$ cat src/rtl/hs4_sync_tx.sv
// Clocked head of a 4-phase bundled-data pipeline: a FIFO feeds data_out; each word gets a setup delay and then one req/ack cycle.
// Latency: a push into an idle, empty block reaches data_out 1 cycle later, and req_out rises SETUP_CYC cycles after that.
// Backpressure: in_ready drops when the FIFO is full; the watchdog exists only with HS4_TIMEOUT_EN.

module hs4_fifo #(
    parameter int WIDTH = 3,
    parameter int DEPTH = 4
) (
    input  logic             clk,
    input  logic             rst,
    input  logic             i_push_vld,
    input  logic [WIDTH-1:0] i_push_dat,
    input  logic             i_pop,
    output logic [WIDTH-1:0] o_head_dat,
    output logic             o_full,
    output logic             o_empty
);
    localparam int AW = $clog2(DEPTH);
    localparam int CW = $clog2(DEPTH) + 1;
    localparam logic [CW-1:0] FULL_CNT = CW'(DEPTH);

    logic [WIDTH-1:0] r_mem [DEPTH];
    logic [AW-1:0]    r_wr_ptr;
    logic [AW-1:0]    r_rd_ptr;
    logic [CW-1:0]    r_count;

    assign o_full     = (r_count == FULL_CNT);
    assign o_empty    = (r_count == '0);
    assign o_head_dat = r_mem[r_rd_ptr];

    always_ff @(posedge clk) begin
        if (i_push_vld) begin
            r_mem[r_wr_ptr] <= i_push_dat;
        end
    end

    // Pointers are exactly AW bits wide, so they wrap modulo DEPTH on their own.
    always_ff @(posedge clk) begin
        if (rst) begin
            r_wr_ptr <= '0;
            r_rd_ptr <= '0;
            r_count  <= '0;
        end else begin
            if (i_push_vld) begin
                r_wr_ptr <= r_wr_ptr + AW'(1);
            end
            if (i_pop) begin
                r_rd_ptr <= r_rd_ptr + AW'(1);
            end
            if (i_push_vld && !i_pop) begin
                r_count <= r_count + CW'(1);
            end else if (!i_push_vld && i_pop) begin
                r_count <= r_count - CW'(1);
            end
        end
    end
endmodule

module hs4_sync_tx #(
    parameter int WIDTH       = 3,
    parameter int DEPTH       = 4,
    parameter int SETUP_CYC   = 2,
    parameter int SYNC_STAGES = 2,
    parameter int TIMEOUT_CYC = 255
) (
    input  logic             clk,
    input  logic             rst,
    input  logic             in_valid,
    output logic             in_ready,
    input  logic [WIDTH-1:0] in_data,
    output logic             req_out,
    input  logic             ack_in,
    output logic [WIDTH-1:0] data_out,
    output logic             busy,
    output logic             timeout_err
);
    localparam int SCW = $clog2(SETUP_CYC + 1);
    localparam logic [SCW-1:0] SETUP_LAST = SCW'(SETUP_CYC - 1);

    typedef enum logic [1:0] {
        S_IDLE   = 2'd0,
        S_SETUP  = 2'd1,
        S_REQ_HI = 2'd2,
        S_REQ_LO = 2'd3
    } state_t;

    if (DEPTH < 2 || (DEPTH & (DEPTH - 1)) != 0 || SETUP_CYC < 1 ||
        SYNC_STAGES < 2 || TIMEOUT_CYC < 1) begin : g_bad_params
        $error("hs4_sync_tx: illegal parameter set");
    end

    state_t                 r_state;
    logic [SCW-1:0]         r_setup_cnt;
    logic [SYNC_STAGES-1:0] r_sync;
    logic                   w_ack_s;
    logic                   w_full;
    logic                   w_empty;
    logic                   w_push;
    logic                   w_pop;
    logic [WIDTH-1:0]       w_head;

    assign w_ack_s  = r_sync[SYNC_STAGES-1];
    assign in_ready = !rst && !w_full;
    assign w_push   = in_valid && in_ready;
    assign busy     = (r_state != S_IDLE) || !w_empty;

    // A new word is only launched once the async side has returned ack to zero.
    always_comb begin
        w_pop = 1'b0;
        if ((r_state == S_IDLE || r_state == S_REQ_LO) && !w_ack_s && !w_empty) begin
            w_pop = 1'b1;
        end
    end

    always_ff @(posedge clk) begin
        if (rst) begin
            r_sync <= '0;
        end else begin
            r_sync <= {r_sync[SYNC_STAGES-2:0], ack_in};
        end
    end

    hs4_fifo #(
        .WIDTH (WIDTH),
        .DEPTH (DEPTH)
    ) u_fifo (
        .clk        (clk),
        .rst        (rst),
        .i_push_vld (w_push),
        .i_push_dat (in_data),
        .i_pop      (w_pop),
        .o_head_dat (w_head),
        .o_full     (w_full),
        .o_empty    (w_empty)
    );

    always_ff @(posedge clk) begin
        if (rst) begin
            r_state     <= S_IDLE;
            req_out     <= 1'b0;
            data_out    <= '0;
            r_setup_cnt <= '0;
        end else begin
            case (r_state)
                S_IDLE: begin
                    if (w_pop) begin
                        data_out    <= w_head;
                        r_setup_cnt <= '0;
                        r_state     <= S_SETUP;
                    end
                end
                S_SETUP: begin
                    if (r_setup_cnt == SETUP_LAST) begin
                        req_out <= 1'b1;
                        r_state <= S_REQ_HI;
                    end else begin
                        r_setup_cnt <= r_setup_cnt + SCW'(1);
                    end
                end
                S_REQ_HI: begin
                    if (w_ack_s) begin
                        req_out <= 1'b0;
                        r_state <= S_REQ_LO;
                    end
                end
                S_REQ_LO: begin
                    if (!w_ack_s) begin
                        if (w_pop) begin
                            data_out    <= w_head;
                            r_setup_cnt <= '0;
                            r_state     <= S_SETUP;
                        end else begin
                            r_state <= S_IDLE;
                        end
                    end
                end
                default: begin
                    r_state <= S_IDLE;
                    req_out <= 1'b0;
                end
            endcase
        end
    end

`ifdef HS4_TIMEOUT_EN
    localparam int TCW = $clog2(TIMEOUT_CYC + 1);
    localparam logic [TCW-1:0] TO_LIMIT = TCW'(TIMEOUT_CYC);
    localparam logic [TCW-1:0] TO_LAST  = TCW'(TIMEOUT_CYC - 1);

    logic [TCW-1:0] r_to_cnt;
    logic           r_timeout_err;
    logic           w_in_hs;
    logic           w_leave;

    assign w_in_hs = (r_state == S_REQ_HI) || (r_state == S_REQ_LO);

    // Any transition taken this edge restarts the watchdog count.
    always_comb begin
        w_leave = 1'b0;
        case (r_state)
            S_SETUP:  w_leave = (r_setup_cnt == SETUP_LAST);
            S_REQ_HI: w_leave = w_ack_s;
            S_REQ_LO: w_leave = !w_ack_s;
            default:  w_leave = w_pop;
        endcase
    end

    always_ff @(posedge clk) begin
        if (rst) begin
            r_to_cnt      <= '0;
            r_timeout_err <= 1'b0;
        end else if (!w_in_hs || w_leave) begin
            r_to_cnt <= '0;
        end else begin
            if (r_to_cnt != TO_LIMIT) begin
                r_to_cnt <= r_to_cnt + TCW'(1);
            end
            if (r_to_cnt == TO_LAST) begin
                r_timeout_err <= 1'b1;
            end
        end
    end

    assign timeout_err = r_timeout_err;
`else
    assign timeout_err = 1'b0;
`endif
endmodule

$ cat config.mk
export PLATFORM = sky130hd
export DESIGN_NAME = hs4_sync_tx
export DESIGN_NICKNAME = d
export VERILOG_FILES = /design/src/rtl/hs4_sync_tx.sv
export SDC_FILE = /design/constraint.sdc
export NUM_CORES = 1
export LEC_CHECK = 0
export ABC_AREA = 1
export CORE_MARGIN = 3
export CORE_UTILIZATION = 50
export CTS_CLUSTER_DIAMETER = 30
export DETAILED_ROUTE_END_ITERATION = 8
export HOLD_SLACK_MARGIN = 0.05
export PLACE_DENSITY = 0.82
export SYNTH_ARGS = -nofsm -noshare
export SYNTH_HDL_FRONTEND = slang
export SYNTH_HIERARCHICAL = 1
export SYNTH_SLANG_ARGS = --single-unit
$ cat constraint.sdc
create_clock -name clk -period 2.02 [get_ports clk]
set_input_delay 0.404 -clock clk [delete_from_list [all_inputs] [get_ports clk]]
set_output_delay 0.404 -clock clk [all_outputs]
set_load 0.1 [all_outputs]
Selected gate families:
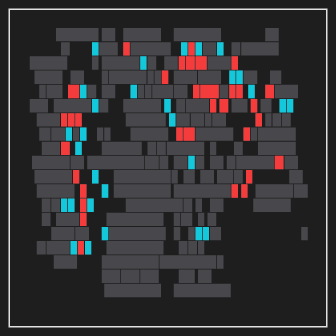
[inv cells] cyan | cells: 29
[nand cells] red | cells: 33

Where the registers sit:
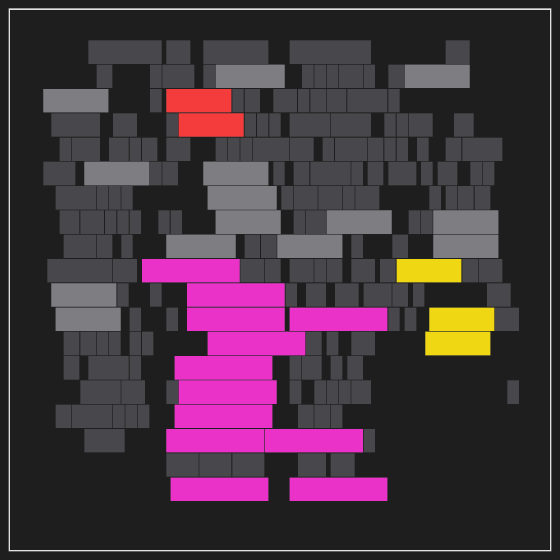
[data_out] yellow | placed flops: 3
[u_fifo/r_mem] magenta | placed flops: 12
[r_sync] red | placed flops: 2
not coloured: 14

Power grid:
Pins as bars on the die edge.
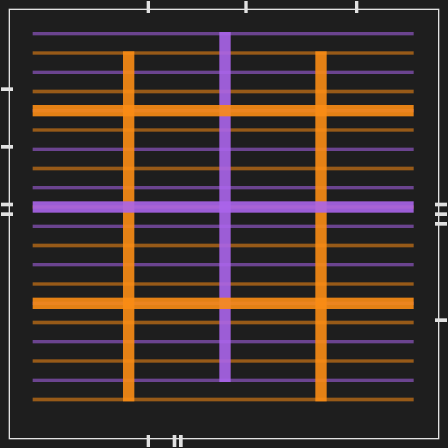
[VDD] purple
[VSS] orange
signal pins: 14
met1 rails: 20
met5 straps: 3

Metal 1:
Supply wires on this layer in grey.
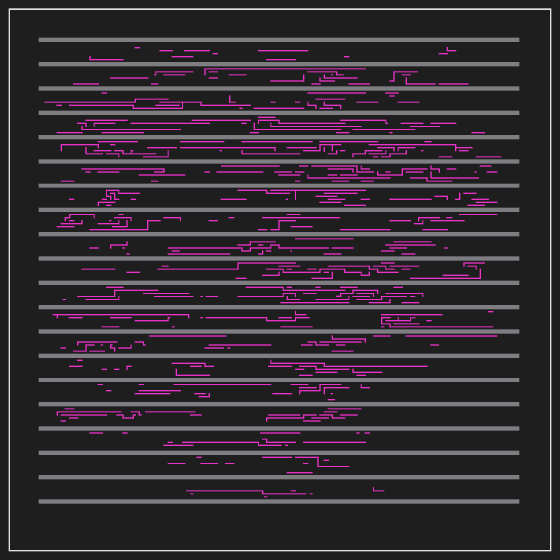
longest straight run: 17.9 um
share of all routed wire: 40%
main direction: horizontal
nets with wire on the layer: 190

==> results.yml <==
# implementation run metrics
status:
  status: "completed"
power_and_ir_drop:
  switching_share: 0.463
  pwr-share-clk: 0.124
setup_path:
  critPathMaxFanout: 3
  worst_ep_required_time_ps: 2260
  crit_end: "u_fifo/r_count[2]"
  path_buffers: 6
die:
  die_y_um: 60.5
  io_pins: 14
  fp_util: 0.534
  fp.dieW_um: 60.5
global_route:
  top_usage_layer: "met2"
  track_usage: 0.178
cells_and_area:
  layout.nets: 213
  final_core_util: 0.642
  nClkBuffers: 6
  layout-drive-gt1-share: 0.205
placed_design:
  hpwl_mm: 2.16
  port_buffers: 12
clock_tree:
  cts_root_buf: "clkbuf_4"
detailed_routing:
  first_pass_iters: 4
  wl_met3_um: 113
  wirelength_mm: 2.87
  route.detailed.drc: 0
yosys:
  yosys.area_share.aoi: 0.130
  synth_flop_count: 31
No activity file was given, so power comes from the tool's default toggle rates.
